===== config.mk =====
export PLATFORM = sky130hd
export DESIGN_NAME = led_matrix_scan
export DESIGN_NICKNAME = d
export VERILOG_FILES = /design/src/rtl/led_matrix_scan_pkg.sv /design/src/rtl/led_tick_edge.sv /design/src/rtl/led_matrix_scan.sv
export SDC_FILE = /design/constraint.sdc
export NUM_CORES = 1
export LEC_CHECK = 0
export CORE_ASPECT_RATIO = 0.5
export CORE_MARGIN = 2
export CORE_UTILIZATION = 45
export DETAILED_ROUTE_END_ITERATION = 8
export GPL_ROUTABILITY_DRIVEN = 0
export PLACE_DENSITY = 0.75
export SYNTH_ARGS = -nofsm -noshare
export SYNTH_HDL_FRONTEND = slang
export SYNTH_HIERARCHICAL = 1
export SYNTH_SLANG_ARGS = --single-unit

===== constraint.sdc =====
create_clock -name clk -period 4.94 [get_ports clk]
set_input_delay 0.988 -clock clk [delete_from_list [all_inputs] [get_ports clk]]
set_output_delay 0.988 -clock clk [all_outputs]
set_load 0.01 [all_outputs]

===== src/rtl/led_matrix_scan_pkg.sv =====
// led_matrix_scan_pkg: shared geometry constants and the scan FSM state encoding.
package led_matrix_scan_pkg;
    localparam int LED_NCOLS = 16;
    localparam int LED_NROWS = 10;
    localparam int FONT_AW   = 6;

    typedef enum logic [1:0] {
        S_SHOW  = 2'd0,
        S_BLANK = 2'd1,
        S_FETCH = 2'd2
    } state_e;
endpackage


===== src/rtl/led_tick_edge.sv =====
// led_tick_edge: one-cycle tick on each rising edge of the 1 ms square wave.
module led_tick_edge (
    input  logic clk,
    input  logic rst,
    input  logic clk1ms_i,
    output logic tick_o
);
    logic clk1ms_prev_q;

    always_ff @(posedge clk or posedge rst) begin
        if (rst) clk1ms_prev_q <= 1'b0;
        else     clk1ms_prev_q <= clk1ms_i;
    end

    assign tick_o = clk1ms_i & ~clk1ms_prev_q;
endmodule


===== src/rtl/led_matrix_scan.sv =====
// led_matrix_scan: column-multiplexed LED scan with anti-ghost blanking and a scroll offset.
// Define LED_SCROLL_BOUNCE_EN to make the offset ping-pong between 0 and 2**AW-NCOLS.
module led_matrix_scan
    import led_matrix_scan_pkg::*;
#(
    parameter int NCOLS     = LED_NCOLS,
    parameter int NROWS     = LED_NROWS,
    parameter int AW        = FONT_AW,
    parameter int SCROLL_MS = 100,
    parameter int BLANK_CYC = 8
) (
    input  logic             clk,
    input  logic             rst,
    input  logic             clk1ms,
    input  logic             pause,
    output logic [AW-1:0]    radr,
    input  logic [NROWS-1:0] dat,
    output logic [NCOLS-1:0] col,
    output logic [NROWS-1:0] row,
    output logic             frame_start,
    output logic [AW-1:0]    offset
);
    localparam int CW = $clog2(NCOLS);
    localparam int MW = SCROLL_MS > 1 ? $clog2(SCROLL_MS) : 1;
    localparam int BW = $clog2(BLANK_CYC + 1);

    state_e           state_q, state_d;
    logic [CW-1:0]    idx_q, idx_d, idx_nxt;
    logic [MW-1:0]    ms_q, ms_d;
    logic [BW-1:0]    blank_q, blank_d;
    logic [AW-1:0]    radr_q, radr_d, off_q, off_d, off_step;
    logic [NROWS-1:0] row_q, row_d;
    logic             first_q, first_d, pend_q, pend_d, fs_q, fs_d;
    logic             tick, lit, ms_wrap, apply;

    led_tick_edge u_tick (
        .clk      (clk),
        .rst      (rst),
        .clk1ms_i (clk1ms),
        .tick_o   (tick)
    );

    // Nothing is lit until the first tick after reset has fetched column 0.
    assign lit     = state_q == S_SHOW && !first_q;
    assign ms_wrap = tick && ms_q == MW'(SCROLL_MS - 1);
    assign idx_nxt = (first_q || idx_q == CW'(NCOLS - 1)) ? '0 : idx_q + 1'b1;
    assign apply   = tick && lit && idx_q == CW'(NCOLS - 1) && pend_q && !pause;

`ifdef LED_SCROLL_BOUNCE_EN
    localparam logic [AW-1:0] TOP = AW'(2 ** AW - NCOLS);
    logic dir_q, dir_d;

    assign off_step = dir_q ? off_q - 1'b1 : off_q + 1'b1;
    assign dir_d    = (apply && (off_step == TOP || off_step == '0)) ? ~dir_q : dir_q;

    always_ff @(posedge clk or posedge rst) begin
        if (rst) dir_q <= 1'b0;
        else     dir_q <= dir_d;
    end
`else
    assign off_step = off_q + 1'b1;
`endif

    always_comb begin
        state_d = state_q;
        idx_d   = idx_q;
        first_d = first_q;
        radr_d  = radr_q;
        row_d   = row_q;
        blank_d = blank_q;
        fs_d    = 1'b0;
        ms_d    = tick ? (ms_wrap ? '0 : ms_q + 1'b1) : ms_q;
        pend_d  = pause ? pend_q : ms_wrap ? 1'b1 : apply ? 1'b0 : pend_q;
        off_d   = apply ? off_step : off_q;
        unique case (state_q)
            S_SHOW: if (tick) begin
                state_d = S_BLANK;
                idx_d   = idx_nxt;
                first_d = 1'b0;
                blank_d = '0;
                radr_d  = off_d + AW'(idx_nxt);
            end
            S_BLANK: begin
                blank_d = blank_q + 1'b1;
                state_d = blank_q == BW'(BLANK_CYC) ? S_FETCH : S_BLANK;
            end
            S_FETCH: begin
                row_d   = dat;
                fs_d    = idx_q == '0;
                state_d = S_SHOW;
            end
            default: state_d = S_SHOW;
        endcase
    end

    always_ff @(posedge clk or posedge rst) begin
        if (rst) begin
            state_q <= S_SHOW;
            idx_q   <= '0;
            first_q <= 1'b1;
            radr_q  <= '0;
            row_q   <= '0;
            blank_q <= '0;
            fs_q    <= 1'b0;
            ms_q    <= '0;
            pend_q  <= 1'b0;
            off_q   <= '0;
        end else begin
            state_q <= state_d;
            idx_q   <= idx_d;
            first_q <= first_d;
            radr_q  <= radr_d;
            row_q   <= row_d;
            blank_q <= blank_d;
            fs_q    <= fs_d;
            ms_q    <= ms_d;
            pend_q  <= pend_d;
            off_q   <= off_d;
        end
    end

    assign col         = lit ? NCOLS'(1) << idx_q : '0;
    assign row         = lit ? row_q : '0;
    assign radr        = radr_q;
    assign offset      = off_q;
    assign frame_start = fs_q;
endmodule


Fig. 1: run 1, met1 routing
Drawn at 6 px/um. Supply wires on this layer in gray.
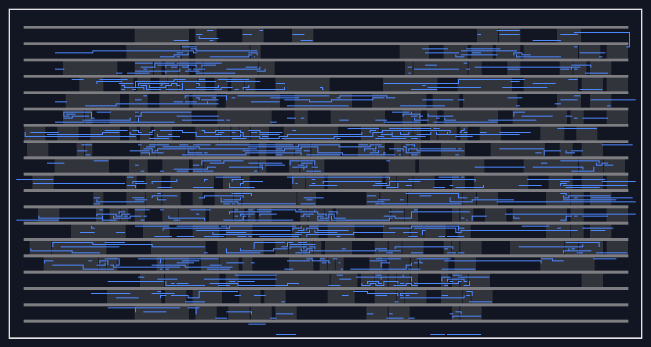
share of all routed wire: 49%
main direction: horizontal
wire length on this layer: 2370 um
longest straight run: 23.0 um

Fig. 2: run 1, the metal 2 layer
Drawn at 6 px/um.
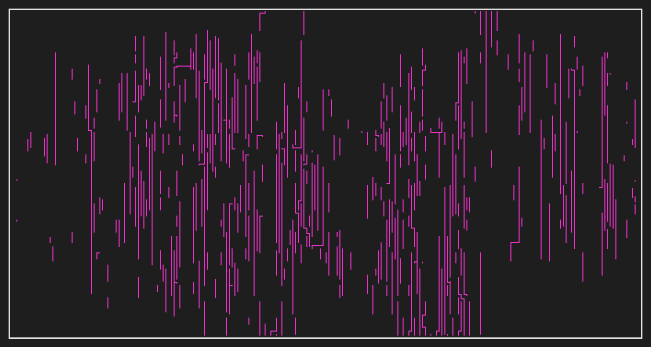
main direction: vertical
wire length on this layer: 2170 um
nets with wire on the layer: 249
share of all routed wire: 45%

Fig. 3: run 1, met3 routing
Drawn at 8 px/um.
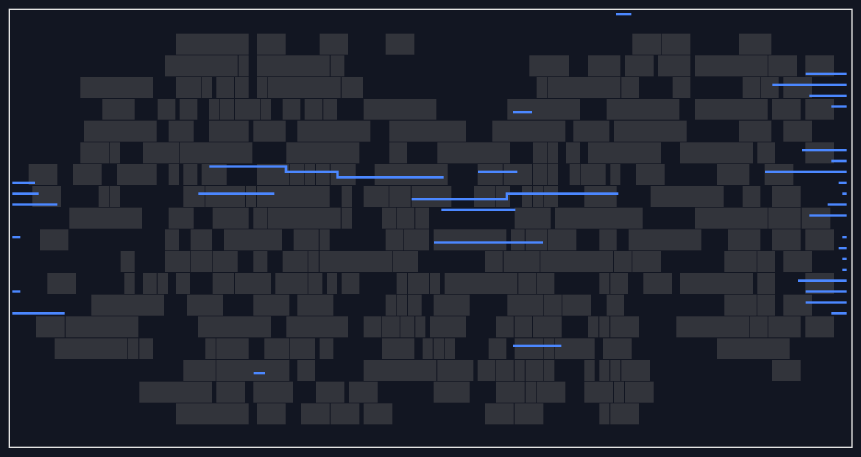
nets with wire on the layer: 30
longest straight run: 13.8 um

Fig. 4: run 1, routed clock nets over the placement
Drawn at 3 px/um.
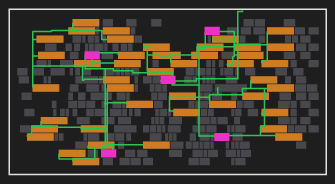
[clock drivers] magenta | count: 5
[flip-flops] orange | count: 43
[clock wires] green | length: 558 um
routed clock nets: 6

==> ds_physical_params.txt, run 1 <==
Implementation parameters

Parameter                              Value

Clocking
  Sink count of the clock tree .................. 43
  Clock Pin Slew Worst Setup and Hold Paths .................. 0.08 ns
  Hold-fix buffer count after cts .................. 0
  TritonCTS clock tree .................. done
  Total of cells resized after clock tree synthesis .................. 0
  Number of buffers created by CTS .................. 5
  CTS Buffer Depth .................. 2
  Clock network latency to the later pin of the worst-skew pair .................. 0.31 ns
  Count of H-tree levels built during CTS .................. 2

Layout
  Final #Nets .................. 303
  Largest register by flop count .................. row_q
  Flop share of the area .................. 0.358
  Most common cell after layout, fill and taps aside .................. clkdlybuf4s50_1
  Count of plain and timing-repair buffers .................. 54
  Layout overhead on the synthesized area .................. 30.7%
  Flip-flops .................. 43
  #MultiIn Comb .................. 159
  Tally of filler cells in the layout .................. 420
  Number of antenna diodes .................. 0
  Invs w/o clock .................. 11
  Largest register FFs .................. 10
  Buffering overhead .................. 0.178
  Final Util .................. 0.610
  Sequential standard cell area .................. 0.00108 mm2
  Share of the final layout cell area in multi-input gates .................. 0.382
  Dominant class by area .................. multi-input combinational cells
  Layout cell share with drive strength beyond 1 .................. 0.109

GRT
  Antenna violations before repair .................. 0
  Met1 demand-to-capacity share in global routing .................. 0.237
  First-pass GRT wire length .................. 7750 um
  GR Util All Layers .................. 0.180

STA
  Shortest period the worst path allows .................. 4.02 ns
  Relative slew margins .................. 0.457
  Final worst-path setup slack .................. 0.922 ns
  Fmax achieved .................. 249 MHz
  Unrepaired setup endpoints after global routing .................. false
  Hold_ws .................. 0.500 ns
  Final worst path period share .................. 0.813
  Setup clock skew after layout .................. 0.00598 ns
  Actual transition at the worst max-transition pin .................. 0.812 ns
  Final hold violation count .................. 0

Worst setup path
  FF-to-FF setup slack .................. 1.72 ns
  Crit Path Class .................. primary input to flop
  Capture instance of the worst register-to-register path .................. radr[5]
  Number of gates on the worst path with buffers counted .................. 11
  Crit path max-delay cell type .................. or3b_4
  Cell type with the highest occurrence count on the critical path .................. a21o_1
  Beginning of the critical path .................. clk1ms
  Worst Setup EP .................. radr[5]
  Nature of the critical path endpoint .................. flop
  Maximum cell stage delay along the critical path .................. 0.54 ns
  Cells along the critical path .................. clkdlybuf4s50_1 > nor2b_4 > or3b_4 > or3_1 > mux2_1 > ha_1 > a21o_1 > a21o_1 > a21oi_1 > or4_1 > nand3_1
  Crit Reg-Reg Startpoint .................. u_tick/clk1ms_prev_q
  Cell family with the largest share of critical-path delay .................. simple AND/OR/NAND/NOR gates

Worst hold path
  Hold Path Depth .................. 2
  Worst hold start .................. pend_q
  Worst hold path type .................. flop to flop

Placed design
  DP Cell Count .................. 337
  HPWL after detailed placement .................. 3580 um
  Total of buffers placed on input and output ports .................. 52
  Dpl cell area .................. 0.00289 mm2

Drt
  Highest Signal Layer .................. met4
  Detailed-route wire length on metal 1 .................. 2370 um
  Via-per-instance ratio .................. 5.06
  Met2 Routed Length .................. 2170 um
  Per-cell routed wire length .................. 13.9 um
  Via count .................. 1745

Floorplan
  Chip Area .................. 0.00574 mm2
  Placement Rows .................. 18
  Core Footprint .................. 0.00493 mm2
  Floorplan core density .................. 0.467
  Overall die height .................. 54.6 um
  Die width .................. 105 um

Pwr
  Comb power frac .................. 0.359
  Clock group total power .................. 0.288 mW
  Total net switching power .................. 0.467 mW
  Sequential power share .................. 0.428
  Power consumed by combinational cells .................. 0.486 mW
  Net switching share of the total power .................. 0.346
  Fraction of power consumed by the clock network .................. 0.213

Logic synthesis
  Sequential-to-total area share from yosys stat .................. 0.468
  Area fraction in full adders, half adders and majority gates .................. 0.0848
  Cell area after synthesis .................. 0.00230 mm2
  Unique cell type count in the Yosys netlist .................. 38
  Number of warnings issued by yosys .................. 6
  Mapped Avg Cell Area .................. 10.4 um2
  Synthesized net count .................. 250
  Area share of the largest cell type after synthesis .................. 0.457
  Main area contributors .................. dfrtp_1, ha_1, mux2_2
  XOR Share, Synth .................. 0.0457

Status
  Run status .................. completed

Flow run
  Maximum Capacitance Violations .................. 0
--- run 2 (diff from run 1) ---
- PLACE_DENSITY: 0.75 -> 0.78
- clock period: 4.94 -> 3.5 ns (I/O delays scaled with it)
Fig. 5: run 2, met3 routing
Drawn at 8 px/um.
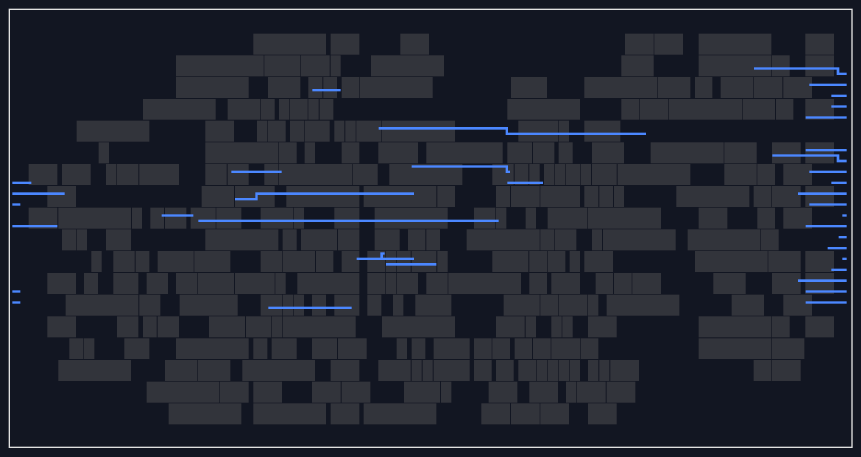
nets with wire on the layer: 35
share of all routed wire: 5.2%
wire length on this layer: 243 um
longest straight run: 37.3 um

Fig. 6: run 2, routing congestion
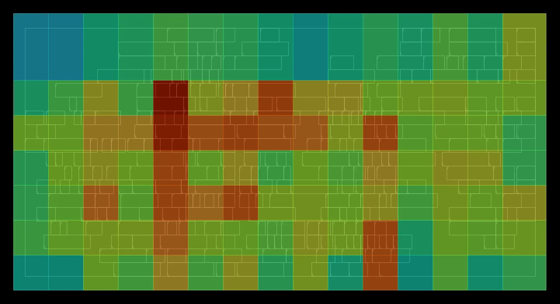
per-cell routed wire length: 13.3 um
busiest layer in global routing: met2
Final Util: 0.626
GR Util All Layers: 0.177

==> ds_physical_params.txt, run 2 <==
Implementation parameters

Parameter                              Value

Status
  Run status .................. completed

Worst setup path
  Cells along the critical path .................. clkdlybuf4s50_1 > nor2b_4 > or3b_4 > or3_4 > buf_4 > nor2_1 > xor2_1 > ha_1 > a21o_1 > a21oi_1 > or4_1 > nand3_1
  Number of gates on the worst path with buffers counted .................. 12 (+1)
  Cell family with the largest share of critical-path delay .................. simple AND/OR/NAND/NOR gates
  R2R depth .................. 11
  Required time reported for the critical path endpoint .................. 3.66 ns
  Crit Path Class .................. primary input to flop
  Crit path max-delay cell type .................. clkdlybuf4s50_1
  Maximum cell stage delay along the critical path .................. 0.49 ns (-0.05 ns)
  Maximum fanout along the worst path .................. 4
  Nature of the critical path endpoint .................. flop
  FF-to-FF setup slack .................. 0.62 ns (-1.10 ns)
  Crit Reg-Reg Startpoint .................. idx_q[0]
  Beginning of the critical path .................. clk1ms
  Worst Setup EP .................. radr[5]
  Capture instance of the worst register-to-register path .................. radr[5]

Logic synthesis
  Predominant post-synthesis flop cell .................. dfrtp_1
  Unique cell type count in the Yosys netlist .................. 38 (unchanged)
  Synthesized net count .................. 250 (unchanged)
  Cell area after synthesis .................. 0.00230 mm2 (unchanged)
  Yosys-reported design area after synthesis .................. 0.00230 mm2
  Main area contributors .................. dfrtp_1, ha_1, mux2_2
  XOR Share, Synth .................. 0.0457 (unchanged)
  Mux cell area share after synthesis .................. 0.0826
  Mapped Avg Cell Area .................. 10.4 um2 (unchanged)
  Area fraction in full adders, half adders and majority gates .................. 0.0848 (unchanged)
  Cell count after synthesis .................. 221
  Area share of the largest cell type after synthesis .................. 0.457 (unchanged)
  Share of synthesized registers carrying an async set or reset .................. 1.00
  Number of warnings issued by yosys .................. 6 (unchanged)
  Post-synthesis simple-gate area fraction .................. 0.219
  Most frequent cell after synthesis .................. dfrtp_1
  Number of synthesized flops with an enable pin .................. 0
  Sequential-to-total area share from yosys stat .................. 0.468 (unchanged)
  Number of storage elements in the synthesis netlist .................. 43
  Synth area leader .................. dfrtp_1

Layout
  Final #Nets .................. 313 (+3.3%)
  Sequential standard cell area .................. 0.00108 mm2 (unchanged)
  Count of plain and timing-repair buffers .................. 64 (+19%)
  Number of antenna diodes .................. 0 (unchanged)
  Top Layout Cells .................. clkdlybuf4s50_1, dfrtp_1, nor2_1
  Fraction of area in clock buffers and inverters .................. 0.0381
  Layout cell share with drive strength beyond 1 .................. 0.147 (+0.0383)
  Flip-flops .................. 43 (unchanged)
  Flop share of the area .................. 0.349 (-0.00928)
  Most common cell after layout, fill and taps aside .................. clkdlybuf4s50_1
  Tally of filler cells in the layout .................. 383 (-8.8%)
  Number of clock buffer instances in the layout .................. 6
  Dominant class by area .................. multi-input combinational cells
  Share of the final layout cell area in multi-input gates .................. 0.374 (-0.00828)
  #MultiIn Comb .................. 159 (unchanged)
  Largest register FFs .................. 10 (unchanged)
  Buffering overhead .................. 0.198 (+0.0197)
  Post-route insts no fill .................. 355
  Invs w/o clock .................. 11 (unchanged)
  Layout overhead on the synthesized area .................. 34.2%
  Largest register by flop count .................. row_q
  Area of all placed cells without fillers .................. 0.00309 mm2

GRT
  Grt met2 use .................. 0.295
  First-pass GRT wire length .................. 7810 um (+0.80%)
  Met1 demand-to-capacity share in global routing .................. 0.241 (+0.00451)
  Pin count of the biggest net entering global routing .................. 43
  GR Overflow Total .................. 0
  Number of global-route vias before repair .................. 1685
  Antenna violations before repair .................. 0 (unchanged)

Pwr
  Cell-internal power .................. 1.27 mW
  Leak pwr .................. 1.47 nW
  Comb power frac .................. 0.376 (+0.017)
  Clock group total power .................. 0.394 mW (+37%)
  Sequential power share .................. 0.419 (-0.009)
  Net switching share of the total power .................. 0.339 (-0.00664)
  Power per cell area .................. 621 mW/mm2
  Total power .................. 1.92 mW
  Fraction of power consumed by the clock network .................. 0.205 (-0.008)
  Total net switching power .................. 0.651 mW (+39%)
  Power consumed by combinational cells .................. 0.722 mW (+49%)
  Top power group .................. registers

Clocking
  Hold-fix buffer count after cts .................. 0 (unchanged)
  Count of H-tree levels built during CTS .................. 2 (unchanged)
  TritonCTS clock tree .................. done
  Clock Pin Slew Worst Setup and Hold Paths .................. 0.07 ns (about the same)
  Total of cells resized after clock tree synthesis .................. 0 (unchanged)
  CTS Buffer Depth .................. 2 (unchanged)
  Clk root buf .................. clkbuf_8
  Number of buffers created by CTS .................. 5 (unchanged)
  Post-CTS Setup Repair Bufs .................. 0
  Sink count of the clock tree .................. 43 (unchanged)
  Clock network latency to the later pin of the worst-skew pair .................. 0.29 ns (-0.02 ns)

Floorplan
  Die width .................. 105 um (unchanged)
  Overall die height .................. 54.6 um (unchanged)
  Placement Rows .................. 18 (unchanged)
  Well-tap cell count .................. 70
  Floorplan core density .................. 0.467 (unchanged)
  Chip Area .................. 0.00574 mm2 (unchanged)
  Core Footprint .................. 0.00493 mm2 (unchanged)

Worst hold path
  Worst hold path type .................. flop to flop
  Hold-critical path endpoint .................. radr[4]
  Hold Path Depth .................. 2 (unchanged)
  Worst hold start .................. radr[4]

STA
  Final worst path period share .................. 0.954
  Final worst-path setup slack .................. 0.161 ns (-0.761 ns)
  Setup clock skew after layout .................. 0.00571 ns (-0.000268 ns)
  Final-report setup violation count .................. 0
  Fmax achieved .................. 300 MHz
  Final hold violation count .................. 0 (unchanged)
  Relative slew margins .................. 0.443 (-0.0140)
  Shortest period the worst path allows .................. 3.34 ns
  Actual transition at the worst max-transition pin .................. 0.833 ns (+0.0210 ns)
  Unrepaired setup endpoints after global routing .................. false
  Hold_ws .................. 0.490 ns (-0.00997 ns)
  Number of pins with negative max-slew slack in the final report .................. 0

Flow run
  Total tool warning count .................. 31
  Maximum Capacitance Violations .................. 0 (unchanged)

Drt
  Detailed-route wire length on metal 1 .................. 2350 um (-1.1%)
  Routed length on met3 .................. 243 um
  Iter 0 DRT Violations .................. 85
  Highest Signal Layer .................. met3
  Via count .................. 1794 (+2.8%)
  Via-per-instance ratio .................. 5.05 (about the same)
  Antenna viol nets, final .................. 0
  Number of DRC violations after detailed routing .................. 0
  Met2 Routed Length .................. 2120 um (-2.0%)

Placed design
  Total of buffers placed on input and output ports .................. 52 (unchanged)
  Worst setup timing slack at the placement stage .................. -0.241 ns
  HPWL after detailed placement .................. 3540 um (-1.1%)
  Dpl cell area .................. 0.00296 mm2 (+2.3%)
  DP Cell Count .................. 346 (+2.7%)
No activity file was given, so power comes from the tool's default toggle rates.
